--- src/rtl/imem_arb_if.sv ---
// imem_arb_if: request/response and memory-side signals of the two-port
// instruction-memory read arbiter. "slave" is the arbiter's view; "master"
// is the view of whatever drives the requesters and models the memory.
`timescale 1ns/1ps
interface imem_arb_if #(
  parameter int WIDTH = 32
);
  logic [1:0]       req_valid;
  logic [WIDTH-1:0] req_addr0;
  logic [WIDTH-1:0] req_addr1;
  logic [1:0]       req_ready;
  logic [1:0]       rsp_valid;
  logic [WIDTH-1:0] rsp_data0;
  logic [WIDTH-1:0] rsp_data1;
  logic [1:0]       rsp_err;
  logic [1:0]       rsp_ready;
  logic [WIDTH-1:0] mem_addr;
  logic             mem_rd_en;
  logic [WIDTH-1:0] mem_rdata;

  modport slave (
    input  req_valid, req_addr0, req_addr1, rsp_ready, mem_rdata,
    output req_ready, rsp_valid, rsp_data0, rsp_data1, rsp_err,
           mem_addr, mem_rd_en
  );

  modport master (
    output req_valid, req_addr0, req_addr1, rsp_ready, mem_rdata,
    input  req_ready, rsp_valid, rsp_data0, rsp_data1, rsp_err,
           mem_addr, mem_rd_en
  );
endinterface

--- src/rtl/imem_arbiter.sv ---
// imem_arbiter: shares one instruction memory between the fetch stage
// (port 0) and the debug/trace reader (port 1). One grant per cycle,
// byte address -> word index, responses registered one cycle later into
// a per-port held slot with backpressure. Misaligned or out-of-range
// addresses return rsp_err with zero data.
//
// Build option: define IMEM_ARB_RR_EN for round-robin arbitration
// (last_grant register); left undefined, port 0 has fixed priority.
`timescale 1ns/1ps
module imem_arbiter #(
  parameter int WIDTH = 32,
  parameter int DEPTH = 256
) (
  input  logic       clk,
  input  logic       reset_n,
  imem_arb_if.slave  bus
);

  logic [1:0]       slot_free;
  logic [1:0]       eligible;
  logic [1:0]       grant;
  logic [WIDTH-1:0] gnt_addr;
  logic [WIDTH-1:0] word_idx;
  logic             addr_err;

  logic [1:0]       rsp_valid_q;
  logic [1:0]       rsp_err_q;
  logic [WIDTH-1:0] rsp_data0_q;
  logic [WIDTH-1:0] rsp_data1_q;

  // A slot draining this cycle counts as free, so a port can stream.
  // Grants are suppressed while reset is asserted.
  assign slot_free = ~rsp_valid_q | bus.rsp_ready;
  assign eligible  = bus.req_valid & slot_free & {2{reset_n}};

`ifdef IMEM_ARB_RR_EN
  logic last_grant;

  // Round-robin pick: on contention the port that did not win last time.
  always_comb begin
    grant = eligible;
    if (eligible == 2'b11) begin
      grant = last_grant ? 2'b01 : 2'b10;
    end
  end

  // Remember the most recent winner; reset to port 1 so port 0 wins first.
  always_ff @(posedge clk or negedge reset_n) begin
    if (!reset_n) begin
      last_grant <= 1'b1;
    end else if (|grant) begin
      last_grant <= grant[1];
    end
  end
`else
  // Fixed priority pick: port 1 only when port 0 is not eligible.
  always_comb begin
    grant = 2'b00;
    if (eligible[0]) begin
      grant = 2'b01;
    end else if (eligible[1]) begin
      grant = 2'b10;
    end
  end
`endif

  assign gnt_addr = grant[1] ? bus.req_addr1 : bus.req_addr0;
  assign word_idx = {2'b00, gnt_addr[WIDTH-1:2]};
  assign addr_err = (gnt_addr[1:0] != 2'b00) || (word_idx >= WIDTH'(DEPTH));

  assign bus.req_ready = grant;
  assign bus.mem_rd_en = |grant;
  assign bus.mem_addr  = (|grant) ? word_idx : '0;

  // Response slots: load on grant, clear on consume, otherwise hold.
  always_ff @(posedge clk or negedge reset_n) begin
    if (!reset_n) begin
      rsp_valid_q <= 2'b00;
      rsp_err_q   <= 2'b00;
      rsp_data0_q <= '0;
      rsp_data1_q <= '0;
    end else begin
      for (int i = 0; i < 2; i++) begin
        if (grant[i]) begin
          rsp_valid_q[i] <= 1'b1;
          rsp_err_q[i]   <= addr_err;
        end else if (bus.rsp_ready[i]) begin
          rsp_valid_q[i] <= 1'b0;
        end
      end
      if (grant[0]) begin
        rsp_data0_q <= addr_err ? '0 : bus.mem_rdata;
      end
      if (grant[1]) begin
        rsp_data1_q <= addr_err ? '0 : bus.mem_rdata;
      end
    end
  end

  assign bus.rsp_valid = rsp_valid_q;
  assign bus.rsp_err   = rsp_err_q;
  assign bus.rsp_data0 = rsp_data0_q;
  assign bus.rsp_data1 = rsp_data1_q;

endmodule

--- src/flat_wrapper.sv ---
// flat-port wrapper written by rule: the top's interface ports become plain ports
module imem_arbiter_flat 
#(
  parameter int WIDTH = 32,
  parameter int DEPTH = 256
)
  (clk, reset_n, bus_req_valid, bus_req_addr0, bus_req_addr1, bus_rsp_ready, bus_mem_rdata, bus_req_ready, bus_rsp_valid, bus_rsp_data0, bus_rsp_data1, bus_rsp_err, bus_mem_addr, bus_mem_rd_en);
  imem_arb_if #(.WIDTH(WIDTH)) bus_i ();
  input  logic clk;
  input  logic reset_n;
  input wire logic [$bits(bus_i.req_valid)-1:0] bus_req_valid;
  input wire logic [$bits(bus_i.req_addr0)-1:0] bus_req_addr0;
  input wire logic [$bits(bus_i.req_addr1)-1:0] bus_req_addr1;
  input wire logic [$bits(bus_i.rsp_ready)-1:0] bus_rsp_ready;
  input wire logic [$bits(bus_i.mem_rdata)-1:0] bus_mem_rdata;
  output wire logic [$bits(bus_i.req_ready)-1:0] bus_req_ready;
  output wire logic [$bits(bus_i.rsp_valid)-1:0] bus_rsp_valid;
  output wire logic [$bits(bus_i.rsp_data0)-1:0] bus_rsp_data0;
  output wire logic [$bits(bus_i.rsp_data1)-1:0] bus_rsp_data1;
  output wire logic [$bits(bus_i.rsp_err)-1:0] bus_rsp_err;
  output wire logic [$bits(bus_i.mem_addr)-1:0] bus_mem_addr;
  output wire logic [$bits(bus_i.mem_rd_en)-1:0] bus_mem_rd_en;
  assign bus_i.req_valid = bus_req_valid;
  assign bus_i.req_addr0 = bus_req_addr0;
  assign bus_i.req_addr1 = bus_req_addr1;
  assign bus_i.rsp_ready = bus_rsp_ready;
  assign bus_i.mem_rdata = bus_mem_rdata;
  assign bus_req_ready = bus_i.req_ready;
  assign bus_rsp_valid = bus_i.rsp_valid;
  assign bus_rsp_data0 = bus_i.rsp_data0;
  assign bus_rsp_data1 = bus_i.rsp_data1;
  assign bus_rsp_err = bus_i.rsp_err;
  assign bus_mem_addr = bus_i.mem_addr;
  assign bus_mem_rd_en = bus_i.mem_rd_en;
  imem_arbiter #(.WIDTH(WIDTH), .DEPTH(DEPTH)) u_core (.clk(clk), .reset_n(reset_n), .bus(bus_i));
endmodule
--- config.mk ---
export PLATFORM = sky130hd
export DESIGN_NAME = imem_arbiter_flat
export DESIGN_NICKNAME = d
export VERILOG_FILES = /design/src/rtl/imem_arb_if.sv /design/src/rtl/imem_arbiter.sv /design/src/flat_wrapper.sv
export SDC_FILE = /design/constraint.sdc
export NUM_CORES = 1
export LEC_CHECK = 0
export CORE_ASPECT_RATIO = 0.8
export CORE_MARGIN = 4
export CORE_UTILIZATION = 35
export CTS_BUF_LIST = sky130_fd_sc_hd__clkbuf_2
export CTS_CLUSTER_SIZE = 12
export DETAILED_ROUTE_END_ITERATION = 6
export PLACE_DENSITY = 0.84
export SYNTH_ARGS = -nofsm -noshare
export SYNTH_HDL_FRONTEND = slang
export SYNTH_SLANG_ARGS = --single-unit
--- constraint.sdc ---
create_clock -name clk -period 3.9 [get_ports clk]
set_input_delay 0.78 -clock clk [delete_from_list [all_inputs] [get_ports clk]]
set_output_delay 0.78 -clock clk [all_outputs]
set_load 0.02 [all_outputs]
### I/O pins on the die edge, run 1

(4 px per um) Pins as bars across the die edge, other pins in gray.
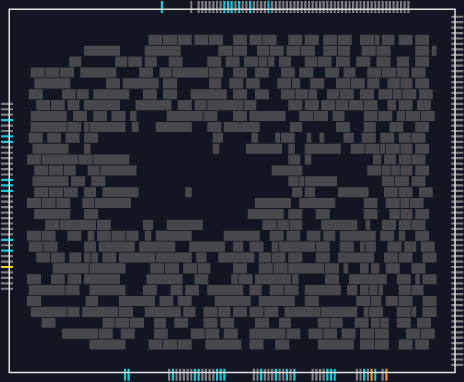
Key: clk = yellow [pins 1, direction input, edge left]; bus_rsp_data1 = cyan [pins 32, direction output, edge 17 bottom, 8 left, 7 top]; bus_rsp_valid = orange [pins 2, direction output, edge bottom]

### Cell placement, run 1

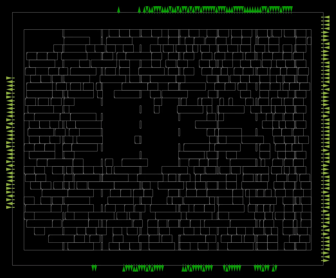
# Taps: 108
FP Rows: 29
fin util: 63.7%

### Metal 2, run 1

(3 px per um) Cells faint in the background.
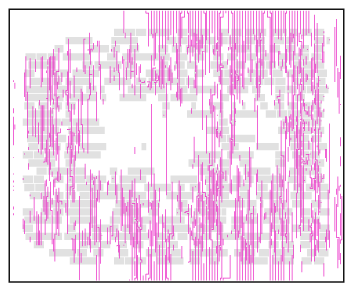
The longest straight run is 38.2 um. The layer carries 5680 um of wire. The wires run mostly vertical. 496 nets have wire on it.

==> flow_summary.ini, run 1 <==
; generated from flow reports
[run_status]
status = finished, final reports clean

[setup_path]
crit_family = buffers and inverters
critPathKind = in2out
crit_slowest_cell = clkdlybuf4s50_1
cp_cell_sequence = clkdlybuf4s50_1, nand2b_1, nand3_2, inv_2, a22o_1, clkdlybuf4s50_1
crit_fanout = 32

[power_and_ir_drop]
power.internal_mw = 0.945
p_total_mw = 1.33
clockPowerShare_pct = 25.1
switching_share_pct = 28.9
switchingPower_mw = 0.384
seq_power_share_pct = 53.4

[sta]
fmax_ghz = 0.281
fin_setup_tns_ns = 0
maxSlewHeadroom_pct = 50.5
min_period_ns = 3.56
hold_violations = 0
grt_setup_unrepaired = false
period_used_pct = 91.3

[floorplanning]
die_area_um2 = 10000
coreArea_um2 = 8090
io_pins = 205
die_h_um = 90.4
core_util_floorplan_pct = 36.7

[global_route]
top_usage_layer = met2
grt_util_all_layers_pct = 21.7
grt_first_pass_wirelength_um = 17500
antenna_found_initial = 0
grt_use_met3_pct = 8.24
grtUsageMet2_pct = 38.5
grt_overflow_total = 0

[final_layout]
area_delta_synth_final_pct = 73.4
flops = 68
logic_area_um2 = 1140
clk_share_pct = 1.70
nNonClkBuffers = 209
final_cell_mix = clkdlybuf4s50_1 (201), dfrtp_1 (68), a22o_1 (62), a32o_1 (32), clkbuf_2 (9)
final_area_um2 = 5150
n_all_inverters = 4
final_common_cell = clkdlybuf4s50_1
n_antenna_cell = 0
logic_gates = 132

[place]
port_buffers = 202
gp_congestion = 0.961
pre_cts_ws_ns = 0.342
place_area_um2 = 5070
dp_hpwl_um = 8430
placedCellCount = 521

[drt]
routed.top_layer = met4
dr_wl_met2_um = 5680
routedWlPerCell_um = 20.6
dr.pass1.iters = 4
drc = 0
num_vias = 2964
drt-met1-wl_um = 4350
wirelength_um = 11100

[synth]
compound_area_share_pct = 30.3
synthAdderAreaFrac_pct = 0
synth_cell_types = 30
xor_area_share_pct = 0
synth_cells = 226
ys_cells = 226
logic_family = AND-OR/OR-AND gates
syn_area_um2 = 2970

[cts]
cts_tree = yes
clk_latency_ns = 0.45
cts_buffers = 9
clkTransAtPathRegs_ns = 0.19
cts_root_buf = clkbuf_2
htreeDepth = 3
cts.sinks = 68

[flow_run]
max_cap_viol_count = 0

[worst_hold_path]
hp-class = in2async
[run 1: final timing paths]
path | startpoint | end | cells past startpoint
max | bus_rsp_ready[0] | bus_mem_addr[11] | 6
min | reset_n | u_core.bus.rsp_data1[28] | 1
max reg2reg | u_core.bus.rsp_valid[0] | u_core.bus.rsp_data0[16] | 6
min reg2reg | u_core.bus.rsp_data0[23] | u_core.bus.rsp_data0[23] | 1
max in group asynchronous | reset_n | u_core.bus.rsp_data1[11] | 2
min in group clk | u_core.bus.rsp_data0[23] | u_core.bus.rsp_data0[23] | 1
[run 1: logic make-up after synthesis]
kind of cell | Yosys count
AOI/OAI and AO/OA | 97
buffers and inverters | 27
DFF | 68
muxes | 1
other | 1
and+or+nand+nor | 32
[run 1: power by group through the flow]
stage                     sequential [mW]  combinational [mW]  clock, mW
after floorplan                     0.725              0.0915          0
after global placement              0.722               0.283          0
after detailed placement            0.722               0.287          0
after CTS                           0.710               0.288      0.349
after global routing                0.710               0.303      0.385
final                               0.710               0.287      0.333
[run 1: cell usage after synthesis]
master,number,area [um2]
dfrtp_1,68,1700
a22o_1,62,543
a32o_1,32,320
clkbuf_1,12,45.0
nor4_1,7,43.8
buf_2,6,30.0
nor2_1,5,18.8
nand2_1,4,15.0
buf_6,3,33.8
buf_4,2,15.0
inv_1,2,7.51
nand2b_1,2,12.5
nor2b_1,2,12.5
nor3_1,2,10.0
or3_1,2,12.5
a21oi_1,1,5.00
conb_1,1,3.75
inv_2,1,3.75
inv_4,1,6.26
mux2i_4,1,22.5
nand2_2,1,6.26
nand3_1,1,5.00
nand3_2,1,10.0
nand3b_1,1,7.51
nand4_1,1,6.26
nor4_2,1,12.5
nor4_4,1,21.3
o2111ai_4,1,26.3
o31ai_1,1,7.51
or4_1,1,7.51
==> run 2, diff against run 1 <==
Settings changed: PLACE_DENSITY 0.84 to not set, PLACE_DENSITY_LB_ADDON set to 0.2.
### Wiring by layer, run 2

(3 px per um) Two of the layers only.
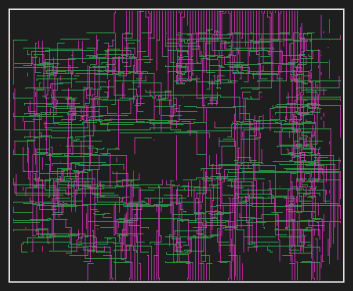
Key: met2 = magenta [wire length 5260 um]; met1 = green [wire length 4320 um]

### Cell placement, run 2

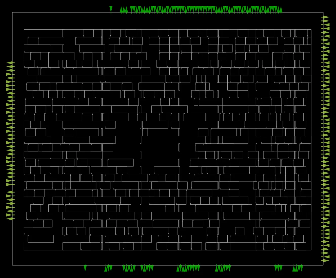
non-filler cells, final: 538
core area: 8090 um2

==> flow_summary.ini, run 2 <==
; generated from flow reports
[global_route]
antenna_found_initial = 0
grt_util_all_layers_pct = 21.0
grt_first_pass_wirelength_um = 16900
grt_max_degree = 67
grt_overflow_total = 0
first_global_vias = 3126

[place]
gp_congestion = 0.882
dp_hpwl_um = 8050
place_area_um2 = 5070
port_buffers = 202
pre_cts_ws_ns = 0.357

[sta]
maxSlewViolCount = 0
hold_violations = 0
maxSlewHeadroom_pct = 46.2
min_period_ns = 3.68
finClkSkew_ns = 0.0202
period_used_pct = 94.4
grt_setup_unrepaired = false
fin_setup_tns_ns = 0
fmax_ghz = 0.272
setup_viol = 0

[synth]
top_area_cell = dfrtp_1
postSynthSeqShare_pct = 57.2
synth-edff-count = 0
synthFlopType = dfrtp_1
area_leaders = dfrtp_1 (57%), a22o_1 (18%), a32o_1 (11%)
synth_cell_types = 30
syn_area_um2 = 2970
top_area_share_pct = 57.2
yosys-stat-area_um2 = 2970
netlist_top_cells_count = dfrtp_1 (68), a22o_1 (62), a32o_1 (32), clkbuf_1 (12), nor4_1 (7)
async_flop_share_pct = 100
ys_cells = 226
ys.flops = 68
yosys.cell_count.top_type = dfrtp_1
synth_cells = 226

[final_layout]
area_delta_synth_final_pct = 75.7
final_cell_mix = clkdlybuf4s50_1 (201), dfrtp_1 (68), a22o_1 (62), a32o_1 (32), clkbuf_2 (9)
final_common_cell = clkdlybuf4s50_1
fin_util_pct = 64.5
n_antenna_cell = 0
final_area_um2 = 5220
logic_area_um2 = 1140

[setup_path]
crit_fanout = 32
critPathRequiredTime_ns = 3.12
start_kind = input pin
critPathKind = in2out
r2r_slack_ns = 1.83
worstPathArrival_ns = 2.90

[drt]
drtIter0Drc = 106
num_vias = 2925
dr.pass1.iters = 4
drc = 0
ant_nets = 0
wirelength_um = 10800
avgViaCountPerCell = 5.44
routedWlPerCell_um = 20.1

[cts]
htreeDepth = 3
hold_buffers = 0
clkTransAtPathRegs_ns = 0.17
cts_tree = yes
cts_buffers = 9
cts_resized = 0
clk_latency_ns = 0.50
cts_root_buf = clkbuf_2
cts.sinks = 68
cts_buffer_depth = 2

[floorplanning]
die_h_um = 90.4
die_area_um2 = 10000
io_pins = 205
core_util_floorplan_pct = 36.7
rows = 29
fp.dieW_um = 111

[power_and_ir_drop]
seq_power_share_pct = 48.0
powerDensity_nw_per_um2 = 283
switchingPower_mw = 0.397
seq_power_mw = 0.710
p_comb_mw = 0.286
clockPowerShare_pct = 32.7
switching_share_pct = 26.9
power.internal_mw = 1.08
ir_drop_mv = 0.246
leakagePower_nw = 2.19
p_total_mw = 1.48
power-top-group = registers
p_clk_mw = 0.483

[flow_run]
max_cap_viol_count = 0
openroad.warnings = 26

[worst_hold_path]
hp-class = reg2reg

[run_status]
status = finished, final reports clean
### Metal 2, run 2

(3 px per um) Cells faint in the background.
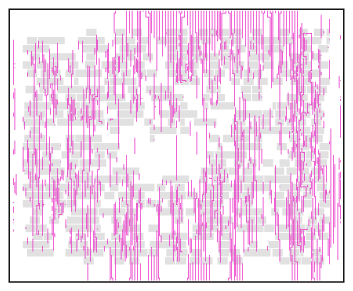
The layer holds 49% of the routed length. The longest straight run is 45.0 um. The layer carries 5260 um of wire. The wires run mostly vertical. 496 nets have wire on it.

==> run 2: per-layer routing <==
metal | track usage (%) | vias to the layer above | routed length, um
met1 | 23.9 | 1442 | 4320
met3 | 8.44 | 16 | 1080
li1 | - | 1322 | -
met2 | 36.8 | 145 | 5260
met5 | 0 | - | 0
met4 | 5.57 | 0 | 179
==> run 2: critical path: stages <==
cell,delay (ns)
dlygate4sd3_1,0.56
buf_4,0.19
nand3_2,0.09
inv_2,0.40
a22o_1,0.23
clkdlybuf4s50_1,0.62
==> run 2: area by class of cell <==
type                            count  area share (%)
Clock inverter                      7            1.89
Timing Repair Buffer              210            39.9
Inverter                            4           0.335
Sequential cell                    68            32.6
Multi-Input combinational cell    132            21.9
Tap cell                          108            2.59
Clock buffer                        9           0.862
==> run 2: path summary, 6_finish.rpt <==
check,cells after the start,from,endpoint
max,6,reset_n,bus_mem_addr[29]
max reg2reg,6,u_core.bus.rsp_valid[0],u_core.bus.rsp_data0[24]
max in group asynchronous,3,reset_n,u_core.bus.rsp_data1[1]
min reg2reg,1,u_core.bus.rsp_data0[30],u_core.bus.rsp_data0[30]
min in group asynchronous,2,reset_n,u_core.bus.rsp_valid[0]
min,1,u_core.bus.rsp_data0[30],u_core.bus.rsp_data0[30]
==> run 2: per-stage QoR <==
stage / hold slack [ns] / std cells
2_1_floorplan: 0.484 / 227
3_3_place_gp: 0.471 / 521
3_5_place_dp: 0.480 / 521
4_1_cts: 0.00367 / 537
5_1_grt: 0.528 / 538
6_report: 0.514 / 538
==> run 2: cells by family after synthesis <==
kind of cell    Yosys count  share of synthesized area (%)
mux                       1                          0.758
simple gates             32                           6.78
flops                    68                           57.2
compound gates           97                           30.3
other cells               1                          0.126
buf+inv                  27                           4.76
==> run 3, diff against run 2 <==
Settings changed: HOLD_SLACK_MARGIN set to 0.12.
### Metal 2, run 3

(3 px per um) Cells faint in the background.
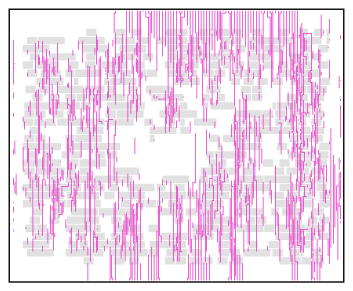
The layer holds 48% of the routed length. The wires run mostly vertical. 495 nets have wire on it. The layer carries 5240 um of wire. The longest straight run is 45.0 um.

### Zoomed window, run 3

Region (36, 25) to (76, 65) um. Cells in gray, sequential cells in the stronger gray; small squares are vias.
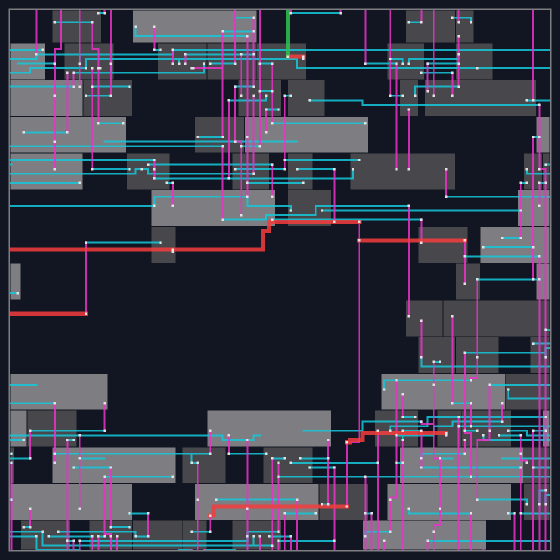
Key: met4 = green; met2 = magenta; met3 = red; met1 = cyan
Sequential cells in the window: 16. 59 logic cells have their middle in the window. Netlist names of flops here include u_core.bus.rsp_data1 (8), u_core.bus.rsp_data0 (7). Most frequent: dfrtp_1 (16), clkdlybuf4s50_1 (12), a32o_1 (6).

==> flow_summary.ini, run 3 <==
; generated from flow reports
[worst_hold_path]
hp-class = reg2reg
hold_depth = 1
hold_start = u_core.bus.rsp_data0[30]

[synth]
compound_area_share_pct = 30.3
logic_family = AND-OR/OR-AND gates
yosys.cell_count.top_type = dfrtp_1
synth-simple-area-share_pct = 6.78
xor_area_share_pct = 0
synth_cell_types = 30
ys_cells = 226
top_area_cell = dfrtp_1
yosys-stat-area_um2 = 2970
synthFlopType = dfrtp_1
area_leaders = dfrtp_1 (57%), a22o_1 (18%), a32o_1 (11%)
netlist_top_cells_count = dfrtp_1 (68), a22o_1 (62), a32o_1 (32), clkbuf_1 (12), nor4_1 (7)

[place]
pre_cts_ws_ns = 0.357
dp_hpwl_um = 8050
place_area_um2 = 5070
port_buffers = 202

[cts]
cts.sinks = 68
cts_buffers = 9
cts_root_buf = clkbuf_2
clkTransAtPathRegs_ns = 0.17
cts_buffer_depth = 2

[final_layout]
stdcell_count = 539
logic_area_um2 = 1140
final_common_cell = clkdlybuf4s50_1
final_cell_mix = clkdlybuf4s50_1 (201), dfrtp_1 (68), a22o_1 (62), a32o_1 (32), clkbuf_2 (9)
area_delta_synth_final_pct = 75.8
fin_util_pct = 64.6
final_area_um2 = 5230

[drt]
ant_nets = 0
wirelength_um = 10900
num_vias = 2938
drtIter0Drc = 109
avgViaCountPerCell = 5.45
drc = 0

[floorplanning]
io_pins = 205
rows = 29
die_h_um = 90.4
die_area_um2 = 10000

[sta]
min_period_ns = 3.70
hold_violations = 0
grt_setup_unrepaired = false
maxSlewHeadroom_pct = 46.2
period_used_pct = 94.9
fmax_ghz = 0.270

[global_route]
grt_util_all_layers_pct = 21.0
grt_max_degree = 67
grt_overflow_total = 0
grt_first_pass_wirelength_um = 16900

[setup_path]
critPathKind = in2out
start_kind = input pin
r2r_slack_ns = 1.84
crit_fanout = 32
reg2reg_depth = 6

[flow_run]
max_cap_viol_count = 0
openroad.warnings = 26

[run_status]
status = finished, final reports clean

[power_and_ir_drop]
leakagePower_nw = 2.19
p_total_mw = 1.48
### Wiring by layer, run 3

(3 px per um) Two of the layers only.
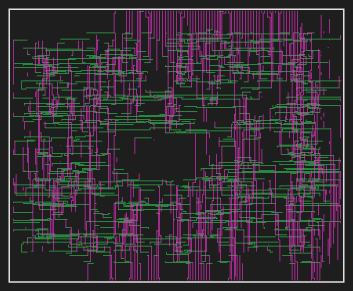
Key: met1 = green [wire length 4430 um]; met2 = magenta [wire length 5240 um]

==> run 3: cell counts after synthesis <==
No cell type changed its count.
==> run 3: worst max-delay path by stage <==
stage | slack (ns) | endpoint | startpoint
after floorplan | 1.08 | bus_mem_addr[21] | bus_rsp_ready[0]
after global placement | 0.41 | bus_mem_addr[14] | bus_rsp_ready[0]
after detailed placement | 0.36 | bus_mem_addr[29] | bus_rsp_ready[0]
after CTS | 0.22 | bus_mem_addr[29] | reset_n
after global routing | 0.13 | bus_mem_addr[5] | reset_n
final | 0.20 | bus_mem_addr[29] | reset_n
==> run 3: layer usage <==
metal	up-vias	wire length, um	track usage [%]
met1	1462	4430	23.9
met2	136	5240	36.5
met4	0	179	5.57
met3	16	1020	8.71
li1	1324	-	-
met5	-	0	0
==> run 3: cell type report <==
class	count	area share, %
Timing Repair Buffer	210	39.8
Sequential cell	68	32.6
Multi-Input combinational cell	132	21.9
Tap cell	108	2.59
Clock inverter	7	1.89
Clock buffer	9	0.862
Inverter	4	0.335
Antenna cell	1	0.0479
==> run 3: worst max-delay path, stage by stage <==
cell,delay (ns)
dlygate4sd3_1,0.58
buf_4,0.19
nand3_2,0.09
inv_2,0.41
a22o_1,0.23
clkdlybuf4s50_1,0.62
==> run 3: timing repair <==
| action | CTS | global route |
|---|---|---|
| resized | 0 | 0 |
| endpoints found under the hold margin | 2 | 0 |
| hold buffers | 1 | 0 |
==> run 3: power by group <==
group | switching, mW | total [mW] | internal [mW]
sequential | 0.00151 | 0.710 | 0.708
combinational | 0.128 | 0.286 | 0.158
clock | 0.268 | 0.483 | 0.215
Power is estimated from default activity; no workload was simulated.
